==> run_1/congestion.png <==
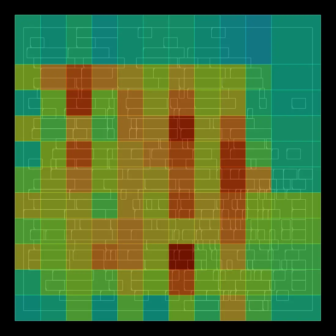
==> run_1/sizes.png <==
The bar under the picture is 20 microns long.
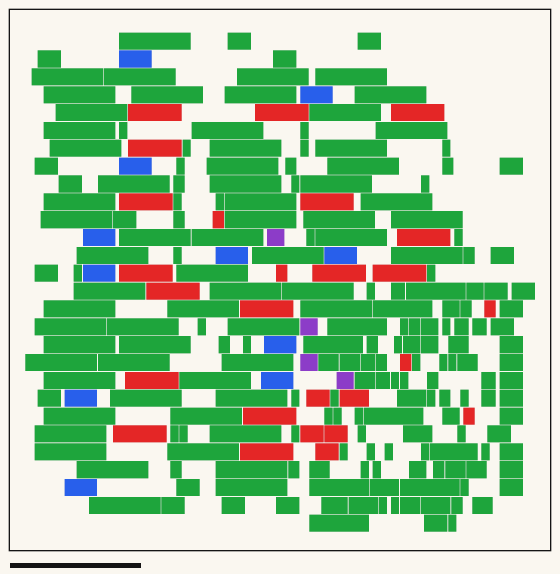
==> run_1/placement_by_type.png <==
The bar under the picture is 20 microns long.
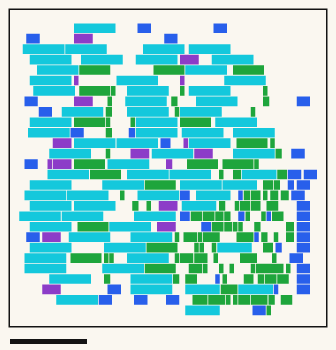
**src/rtl/bp_fifo.sv**
```systemverilog
// Byte FIFO for a BytePipe valid/ready link with first-word fall-through head output.
// Occupancy comes from pointer difference; one extra pointer bit separates full from empty.
module bp_fifo #(
  parameter int unsigned DEPTH = 8
) (
  input  logic                         i_clk,
  input  logic                         i_rst,
  input  logic                         i_cg,
  input  logic                         i_flush,
  input  logic [7:0]                   i_bp_data,
  input  logic                         i_bp_valid,
  output logic                         o_bp_ready,
  output logic [7:0]                   o_bp_data,
  output logic                         o_bp_valid,
  input  logic                         i_bp_ready,
  output logic [$clog2(DEPTH):0]       o_nEntries,
  output logic                         o_full,
  output logic                         o_empty
);

  localparam int unsigned ADDR_W = $clog2(DEPTH);
  localparam int unsigned PTR_W  = ADDR_W + 1;

  logic [PTR_W-1:0]  wr_ptr_q, wr_ptr_d;
  logic [PTR_W-1:0]  rd_ptr_q, rd_ptr_d;
  logic [7:0]        mem_q [DEPTH];
  logic              full_c, empty_c;
  logic              push_c, pop_c;
  logic              mem_we_c;
  logic [ADDR_W-1:0] wr_idx_c, rd_idx_c;

  // Status derived purely from registered pointers, so ready never depends on i_bp_ready
  always_comb begin
    wr_idx_c = wr_ptr_q[ADDR_W-1:0];
    rd_idx_c = rd_ptr_q[ADDR_W-1:0];
    empty_c  = (wr_ptr_q == rd_ptr_q);
    full_c   = (wr_ptr_q[ADDR_W] != rd_ptr_q[ADDR_W]) && (wr_idx_c == rd_idx_c);
  end

  assign o_bp_ready = i_cg && !full_c;
  assign o_bp_valid = i_cg && !empty_c;
  assign o_bp_data  = empty_c ? 8'h00 : mem_q[rd_idx_c];
  assign o_nEntries = PTR_W'(wr_ptr_q - rd_ptr_q);
  assign o_full     = full_c;
  assign o_empty    = empty_c;

  // Next-pointer logic; flush discards everything including a same-cycle push
  always_comb begin
    wr_ptr_d = wr_ptr_q;
    rd_ptr_d = rd_ptr_q;
    push_c   = i_bp_valid && o_bp_ready;
    pop_c    = o_bp_valid && i_bp_ready;
    mem_we_c = 1'b0;
    if (i_cg) begin
      if (i_flush) begin
        rd_ptr_d = wr_ptr_q;
      end else begin
        if (push_c) begin
          wr_ptr_d = PTR_W'(wr_ptr_q + PTR_W'(1));
          mem_we_c = 1'b1;
        end
        if (pop_c) begin
          rd_ptr_d = PTR_W'(rd_ptr_q + PTR_W'(1));
        end
      end
    end
  end

  always_ff @(posedge i_clk or posedge i_rst) begin
    if (i_rst) begin
      wr_ptr_q <= '0;
      rd_ptr_q <= '0;
    end else begin
      wr_ptr_q <= wr_ptr_d;
      rd_ptr_q <= rd_ptr_d;
    end
  end

  // Storage has no reset; contents behind the read pointer are don't-care
  always_ff @(posedge i_clk) begin
    if (mem_we_c) begin
      mem_q[wr_idx_c] <= i_bp_data;
    end
  end

endmodule

```
**config.mk**
```make
export PLATFORM = sky130hd
export DESIGN_NAME = bp_fifo
export DESIGN_NICKNAME = d
export VERILOG_FILES = /design/src/rtl/bp_fifo.sv
export SDC_FILE = /design/constraint.sdc
export NUM_CORES = 1
export LEC_CHECK = 0
export CORE_MARGIN = 2
export CORE_UTILIZATION = 50
export DETAILED_ROUTE_END_ITERATION = 16
export GPL_ROUTABILITY_DRIVEN = 0
export GPL_TIMING_DRIVEN = 0
export HOLD_SLACK_MARGIN = 0.15
export PLACE_DENSITY = 0.76
export SLEW_MARGIN = 20
export SYNTH_ARGS = -nofsm -noshare
export SYNTH_HDL_FRONTEND = slang
export SYNTH_SLANG_ARGS = --single-unit
```
**constraint.sdc**
```tcl
create_clock -name i_clk -period 5.15 [get_ports i_clk]
set_clock_uncertainty 0.2 [all_clocks]
set_input_delay 1.03 -clock i_clk [delete_from_list [all_inputs] [get_ports i_clk]]
set_output_delay 1.03 -clock i_clk [all_outputs]
set_load 0.01 [all_outputs]
```
==> flow_summary.yaml, run 1 <==
# synthesis and place-and-route metrics
place:
  dp_slack_ps: 704
  placed_cells_incl_taps: 297
  place.port_buffers: 29
sta:
  rsz_0062_raised_after_global_routing: "false"
  shortest_period_the_worst_path_allows_ps: 4710
  postLayoutSetupSlackWorst_ps: 443
  setup-violations-final: 0
  finalHoldViolations: 0
  finalCritPeriodShare: 0.914
  worst_pin_slew_ps: 936
  slew_viol_final: 0
finish:
  nets: 253
  num-fill-cells: 462
  final_layout_size_suffix_gt1_frac: 0.172
clock_network:
  cts_hold_repair.buffers: 0
  post_cts.resized_instances: 0
  cts_root_buf: "sky130_fd_sc_hd__clkbuf_8"
  cts_setup_buffers: 0
run_status:
  result_of_the_run: "completed"
global_route:
  grtUsageTotal: 0.195
  grt_first_pass_wirelength_microns: 9130
yosys:
  edf_count: 64
  yosys_warnings: 0
  yosys-top-cells-area: "sky130_fd_sc_hd__edfxtp_1 (63%), sky130_fd_sc_hd__mux4_2 (12%), sky130_fd_sc_hd__dfrtp_1 (6.5%)"
  synth-cells-yosys: 190
  arithmetic_cell_share_of_the_synthesized_area_counting_full_adders_half_adders_and_majority_gates: 0.0270
  syn-num-nets: 210
  synth-simple-area-share: 0.0723
  syn_area_per_cell_sq_um: 16.1
  postSynthSeqShare: 0.693
critical_path:
  worst-setup-path-type: "reg2out"
  worst_ep_arrival_time_ps: 3480
  regToRegStartpoint: "rd_ptr_q[2]$_DFFE_PP0P_"
  critical_path.max_fanout: 10
routing:
  detailedRoute.firstPassIterationCount: 4
  route.detailed.drc: 0
  wl_met2_microns: 2840
  viasPerCell: 5.51
min_path:
  hold-path-endpoint: "wr_ptr_q[3]$_DFFE_PP0P_"
  hp-start: "wr_ptr_q[3]$_DFFE_PP0P_"
die:
  placement_rows: 28
  floorplan.io_pins: 30
power:
  totalPowerFinal_w: 0.00201
Back to the opening pictures, congestion.png:
GR met2 Demand/Resource: 0.303
GRT busiest layer: met2

Back to the opening pictures, sizes.png:
[red] _2 cells | cells: 26 | share: 11%
[blue] _6 and larger | cells: 11 | share: 4.6%
[purple] _3 and _4 cells | cells: 4 | share: 1.7%
[green] _0 and _1 cells | cells: 197 | share: 83%

Back to the opening pictures, placement_by_type.png:
[blue] remaining buffers and delay cells | cells: 42 | share of their area: 10%
[green] combinational and other logic | cells: 108 | share of their area: 26%
[purple] clock drivers and dummy loads | cells: 16 | share of their area: 4.8%
[cyan] sequential cells | cells: 72 | share of their area: 59%
final core utilization: 0.619
Core Footprint: 5920 sq um

==> run 1: per-layer routing <==
| metal | vias to the layer above | global-route usage |
|---|---|---|
| met4 | 0 | 0.0883 |
| met5 | - | 0 |
| met2 | 65 | 0.303 |
| met1 | 841 | 0.276 |
| met3 | 6 | 0.0304 |
| li1 | 812 | - |
==> run 1: how the worst max path moves through the flow <==
stage / endpoint / cells past startpoint / slack [ps]
after floorplan: o_bp_data[0] / 8 / 1940
after global placement: o_bp_data[1] / 8 / 730
after detailed placement: o_bp_data[1] / 8 / 700
after CTS: o_bp_data[1] / 8 / 380
after global routing: o_bp_data[3] / 8 / 190
final: o_bp_data[3] / 8 / 440
==> run 1: power by group <==
group,internal [W],switching (W),total (W),leakage (nW)
clock,0.000202,0.000184,0.000386,0.0877
sequential,0.000688,0.0000363,0.000725,0.672
combinational,0.000465,0.000438,0.000903,0.518
==> run 1: layout make-up <==
class                      instances  area share
timing repair buffer              32      0.0853
tap                               75      0.0256
sequential                        72       0.579
buffer                            10      0.0126
clock inverter                     1     0.00136
multi-input combinational         98       0.241
clock buffer                      15      0.0454
inverter                          10      0.0102
==> run 1: state kept, by name (all words and copies together), names as in the netlist <==
name and flops:
wr_ptr_q 4, mem_q 64, rd_ptr_q 4
==> run 1: worst max-delay path, cell delays in order, from the launching register on <==
cell	delay, ps
sky130_fd_sc_hd__dfrtp_1	360
sky130_fd_sc_hd__clkbuf_1	440
sky130_fd_sc_hd__clkinv_1	520
sky130_fd_sc_hd__ha_1	490
sky130_fd_sc_hd__and4_1	210
sky130_fd_sc_hd__buf_2	160
sky130_fd_sc_hd__buf_2	210
sky130_fd_sc_hd__a21oi_1	170
sky130_fd_sc_hd__clkdlybuf4s50_1	570
==> run 2: changes to the inputs <==
- CORE_MARGIN: 2 -> not set
- PLACE_DENSITY: 0.76 -> 0.79
- clock period: 5.15 -> 3.8 ns (I/O delays scaled with it)
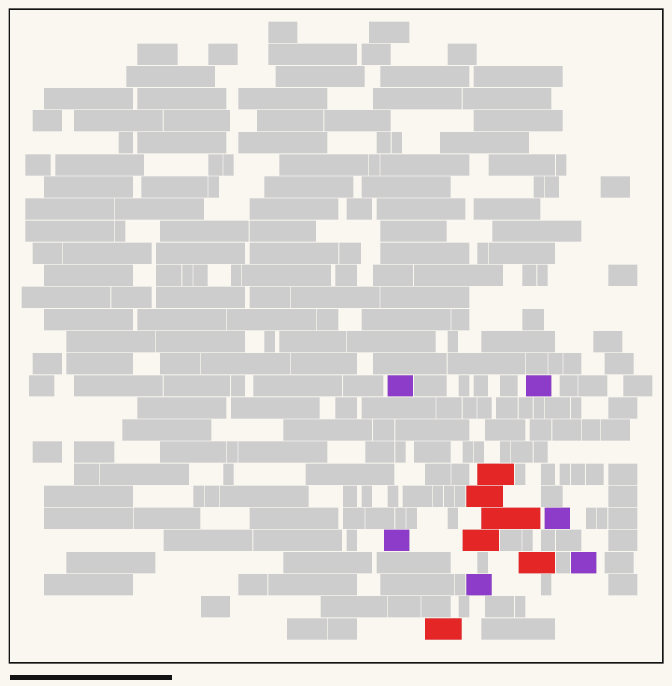
(run_2/logic_types.png)
The bar under the picture is 20 microns long.
[purple] xor and xnor cells | cells: 6 | where: bottom right
[red] fa/ha/maj cells | cells: 6 | where: bottom right

==> run 2 against run 1 <==
  * Synthesized cell count is the same
  * Critical path depth unchanged
  * Utilization grew 1.0 points
  * Count of clock-buffer cells in the layout decreased by 6
  * Register-to-register slack worse by 740 ps
  * Combinational power grew 33%
  * Sequential power is 41% higher
  * Non-clock buffer count down 2
  * Area after synthesis stayed put
  * Sequential share of layout area is 0.92 points lower
  * Highest routed layer unchanged
==> flow_summary.yaml, run 2 <==
# synthesis and place-and-route metrics
finish:
  clk_share: 0.0584
  largest_register_ff_count: 64
  nets: 251
  num-fill-cells: 411
  final-nonclk-buf-share: 0.0987
  final_layout_size_suffix_gt1_frac: 0.199
power:
  top_power_group: "combinational logic"
  power.sequential.fraction: 0.354
  comb_power_w: 0.00120
  netSwitchingPower_w: 0.000949
  intPower_w: 0.00193
critical_path:
  regToRegStartpoint: "rd_ptr_q[1]$_DFFE_PP0P_"
  worst_ep_arrival_time_ps: 2640
sta:
  shortest_period_the_worst_path_allows_ps: 3600
  worst_pin_slew_ps: 1010
  finalHoldViolations: 0
  finalCritPeriodShare: 0.948
die:
  placement_rows: 28
  floorplan.io_pins: 30
global_route:
  grtUsageTotal: 0.218
yosys:
  syn_area_per_cell_sq_um: 16.1
  postSynthSeqShare: 0.693
  synth-cells-yosys: 190
run_status:
  result_of_the_run: "completed"
routing:
  detailedRoute.firstPassIterationCount: 4
## run 2: netlist changes by cell type in the layout (fill, tap and decap cells not counted), moves of 2 or more
| cell | change |
|---|---|
| sky130_fd_sc_hd__clkbuf_1 | -7 |
| sky130_fd_sc_hd__buf_2 | -2 |
| sky130_fd_sc_hd__bufinv_16 | +2 |
| sky130_fd_sc_hd__clkdlybuf4s50_1 | -2 |
| sky130_fd_sc_hd__clkinv_4 | +2 |
| sky130_fd_sc_hd__dlygate4sd2_1 | +2 |
## run 2: what timing repair did
item | 4_1_cts | 5_1_grt
resized | 10 | 0
hold endpoints to repair | 0 | 0
pin swaps | 0 | 0
endpoints found under the setup margin | 14 | 7
## run 2: layer usage
layer  vias to the layer above  global-route usage  wire [microns]
li1                        807                   -               -
met1                       870               0.292            2590
met2                        77               0.333            2910
met3                        14              0.0511             432
met4                         0               0.116             168
met5                         -                   0               0
## run 2: final timing paths
| path | end | depth (start not counted) |
|---|---|---|
| max | o_bp_data[6] | 8 |
| min | wr_ptr_q[3]$_DFFE_PP0P_ | 1 |
| max reg2reg | mem_q[0][2]$_DFFE_PP_ | 8 |
| min reg2reg | wr_ptr_q[3]$_DFFE_PP0P_ | 1 |
| max in group asynchronous | rd_ptr_q[2]$_DFFE_PP0P_ | 2 |
| min in group asynchronous | rd_ptr_q[3]$_DFFE_PP0P_ | 2 |
## run 2: worst max-delay path, cell delays in order (launching register included)
cell and delay (ps):
sky130_fd_sc_hd__dfrtp_1 410, sky130_fd_sc_hd__clkbuf_8 210, sky130_fd_sc_hd__buf_6 180, sky130_fd_sc_hd__inv_1 60, sky130_fd_sc_hd__ha_1 300, sky130_fd_sc_hd__and4_1 160, sky130_fd_sc_hd__buf_2 230, sky130_fd_sc_hd__a21oi_1 190
sky130_fd_sc_hd__clkdlybuf4s50_1 560
==> run 3: changes to the inputs <==
- PLACE_DENSITY: 0.79 -> 0.74
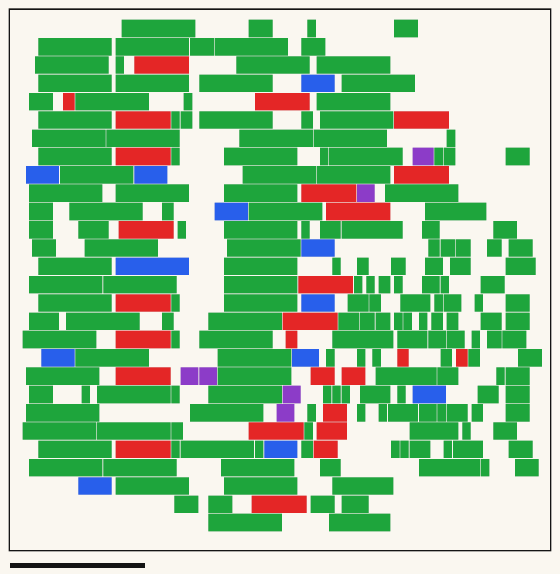
(run_3/sizes.png)
The bar under the picture is 20 microns long.
[green] _0 and _1 cells | cells: 192 | share: 81%
[purple] _3 and _4 cells | cells: 6 | share: 2.5%
[blue] _6 and larger | cells: 12 | share: 5.1%
[red] _2 cells | cells: 26 | share: 11%

==> run 3 against run 2 <==
  * Count of clock-buffer cells in the layout grew 2
  * Wire length is 3.4% lower
  * Worst hold slack got worse by 11 ps
  * Via count is 1.8% lower
  * Sequential power barely moved
  * Critical path type unchanged
  * Critical endpoint is now o_bp_data[5]
  * Largest cell class unchanged
  * Largest power group unchanged
==> flow_summary.yaml, run 3 <==
# synthesis and place-and-route metrics
run_status:
  result_of_the_run: "completed"
routing:
  detailedRoute.firstPassIterationCount: 6
  viasPerCell: 5.59
  route.detailed.drc: 0
critical_path:
  crit-reg2reg-capture: "mem_q[7][1]$_DFFE_PP_"
  ff2ff_path_depth: 7
  worst_ep_arrival_time_ps: 2630
  regToRegStartpoint: "rd_ptr_q[1]$_DFFE_PP0P_"
  path_depth: 8
  sum_of_buffers_and_inverters_on_the_critical_path: 5
  crit_path_max_incr_delay_ps: 550
  critPathCapture: "o_bp_data[5]"
  critical_path.max_fanout: 17
  worst_path_max_delay_cell: "sky130_fd_sc_hd__clkdlybuf4s50_1"
  worst-setup-path-type: "reg2out"
  worstPathCellList: "clkbuf_8 -> buf_6 -> inv_1 -> ha_1 -> and4_1 -> buf_2 -> a21oi_1 -> clkdlybuf4s50_1"
yosys:
  arithmetic_cell_share_of_the_synthesized_area_counting_full_adders_half_adders_and_majority_gates: 0.0270
  synth-simple-area-share: 0.0723
  top_cell_area_share: 0.627
  edf_count: 64
  post_synth_ao_oa_area_fraction: 0.0421
  postSynthSeqShare: 0.693
  synth-cells-yosys: 190
global_route:
  grtUsageTotal: 0.209
clock_network:
  cts_setup_buffers: 0
  cts_root_buf: "sky130_fd_sc_hd__clkbuf_8"
  cts_hold_repair.buffers: 0
sta:
  setup-violations-final: 0
  rsz_0062_raised_after_global_routing: "false"
  timing.max_slew.rel_slack: 0.316
  finalHoldViolations: 0
  worst_pin_slew_ps: 1020
  finalCritPeriodShare: 0.946
  shortest_period_the_worst_path_allows_ps: 3590
min_path:
  hold-path-endpoint: "wr_ptr_q[3]$_DFFE_PP0P_"
  min_path_cells: 1
power:
  totalPowerFinal_w: 0.00277
job:
  drv_cap: 0
finish:
  reg.largest.list: "mem_q: 64 flops, rd_ptr_q: 4 flops, wr_ptr_q: 4 flops"
  num-fill-cells: 442
  final_layout_size_suffix_gt1_frac: 0.186
  top_register: "mem_q"
  layout.core_utilization: 0.625
  largest_register_ff_count: 64
  nets: 251
die:
  floorplan.io_pins: 30
  placement_rows: 28
place:
  placed_cells_incl_taps: 298
run 3: cell counts after synthesis:
Identical to the previous run, type by type.
run 3: timing repair:
action,in CTS,in global routing
gates resized,8,3
pin swaps,0,0
gates cloned,0,0
setup endpoints to repair,14,9
run 3: cell type report:
| class | instances | area share |
|---|---|---|
| multi-input cells | 98 | 0.239 |
| plain buffers | 7 | 0.0135 |
| repair buffers | 33 | 0.0886 |
| well taps | 75 | 0.0254 |
| clock buffers | 11 | 0.0355 |
| flip-flops and latches | 72 | 0.574 |
| inverters | 10 | 0.0115 |
| clock inverters | 5 | 0.0129 |
run 3: cell families (layout without fill, tap and decap cells):
family                     Yosys count  after routing
DFF                                 72             72
buffers and inverters               20             66
xor gates and xnor gates             6              6
AOI/OAI and AO/OA                   21             21
and+or+nand+nor                     48             48
muxes                               17             17
adders and majority gates            6              6
run 3: power breakdown:
| group | leakage, nW | internal, W | switching, W |
|---|---|---|---|
| clock network | 0.0922 | 0.000297 | 0.000256 |
| logic | 0.559 | 0.000634 | 0.000571 |
| registers | 0.670 | 0.000933 | 0.0000832 |
| total | 1.32 | 0.00186 | 0.000910 |
run 3: stage by stage:
step	instance area (sq um)	worst slack (ps)	hold WS [ps]
finish	3700	205	327
global route	3700	25.1	347
CTS	3700	14.2	327
detailed placement	3500	-375	318
global placement	3450	-599	309
floorplan	3060	776	283
run 3: routing by layer:
| metal | share of wire | wire length (microns) | GRT usage |
|---|---|---|---|
| met1 | 0.44 | 2600 | 0.273 |
| met2 | 0.48 | 2850 | 0.336 |
| met3 | 0.055 | 325 | 0.0568 |
| met4 | 0.019 | 110 | 0.0804 |
| met5 | 0 | 0 | 0 |

==> notes/layouts.md <==
Pictures saved along the way, in no particular order.

Register map, names as in the netlist.
The bar under the picture is 20 microns long. Other sequential cells in the stronger gray, the rest of the logic in the fainter gray.
picture 1
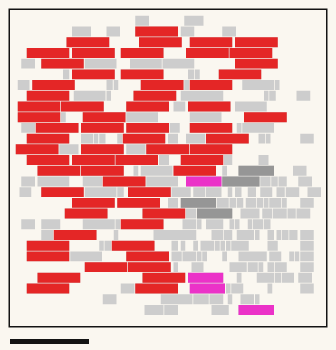
picture 2
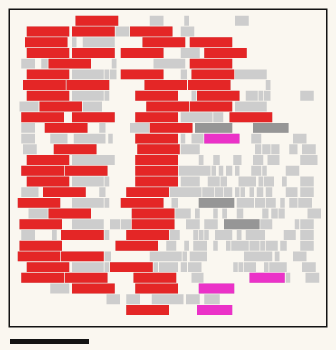
Picture 1 is run 2.
Picture 2 is run 3.

Key to picture 2:
[red] mem_q | placed flops: 64
[magenta] wr_ptr_q | placed flops: 4

Power is estimated from default activity; no workload was simulated.
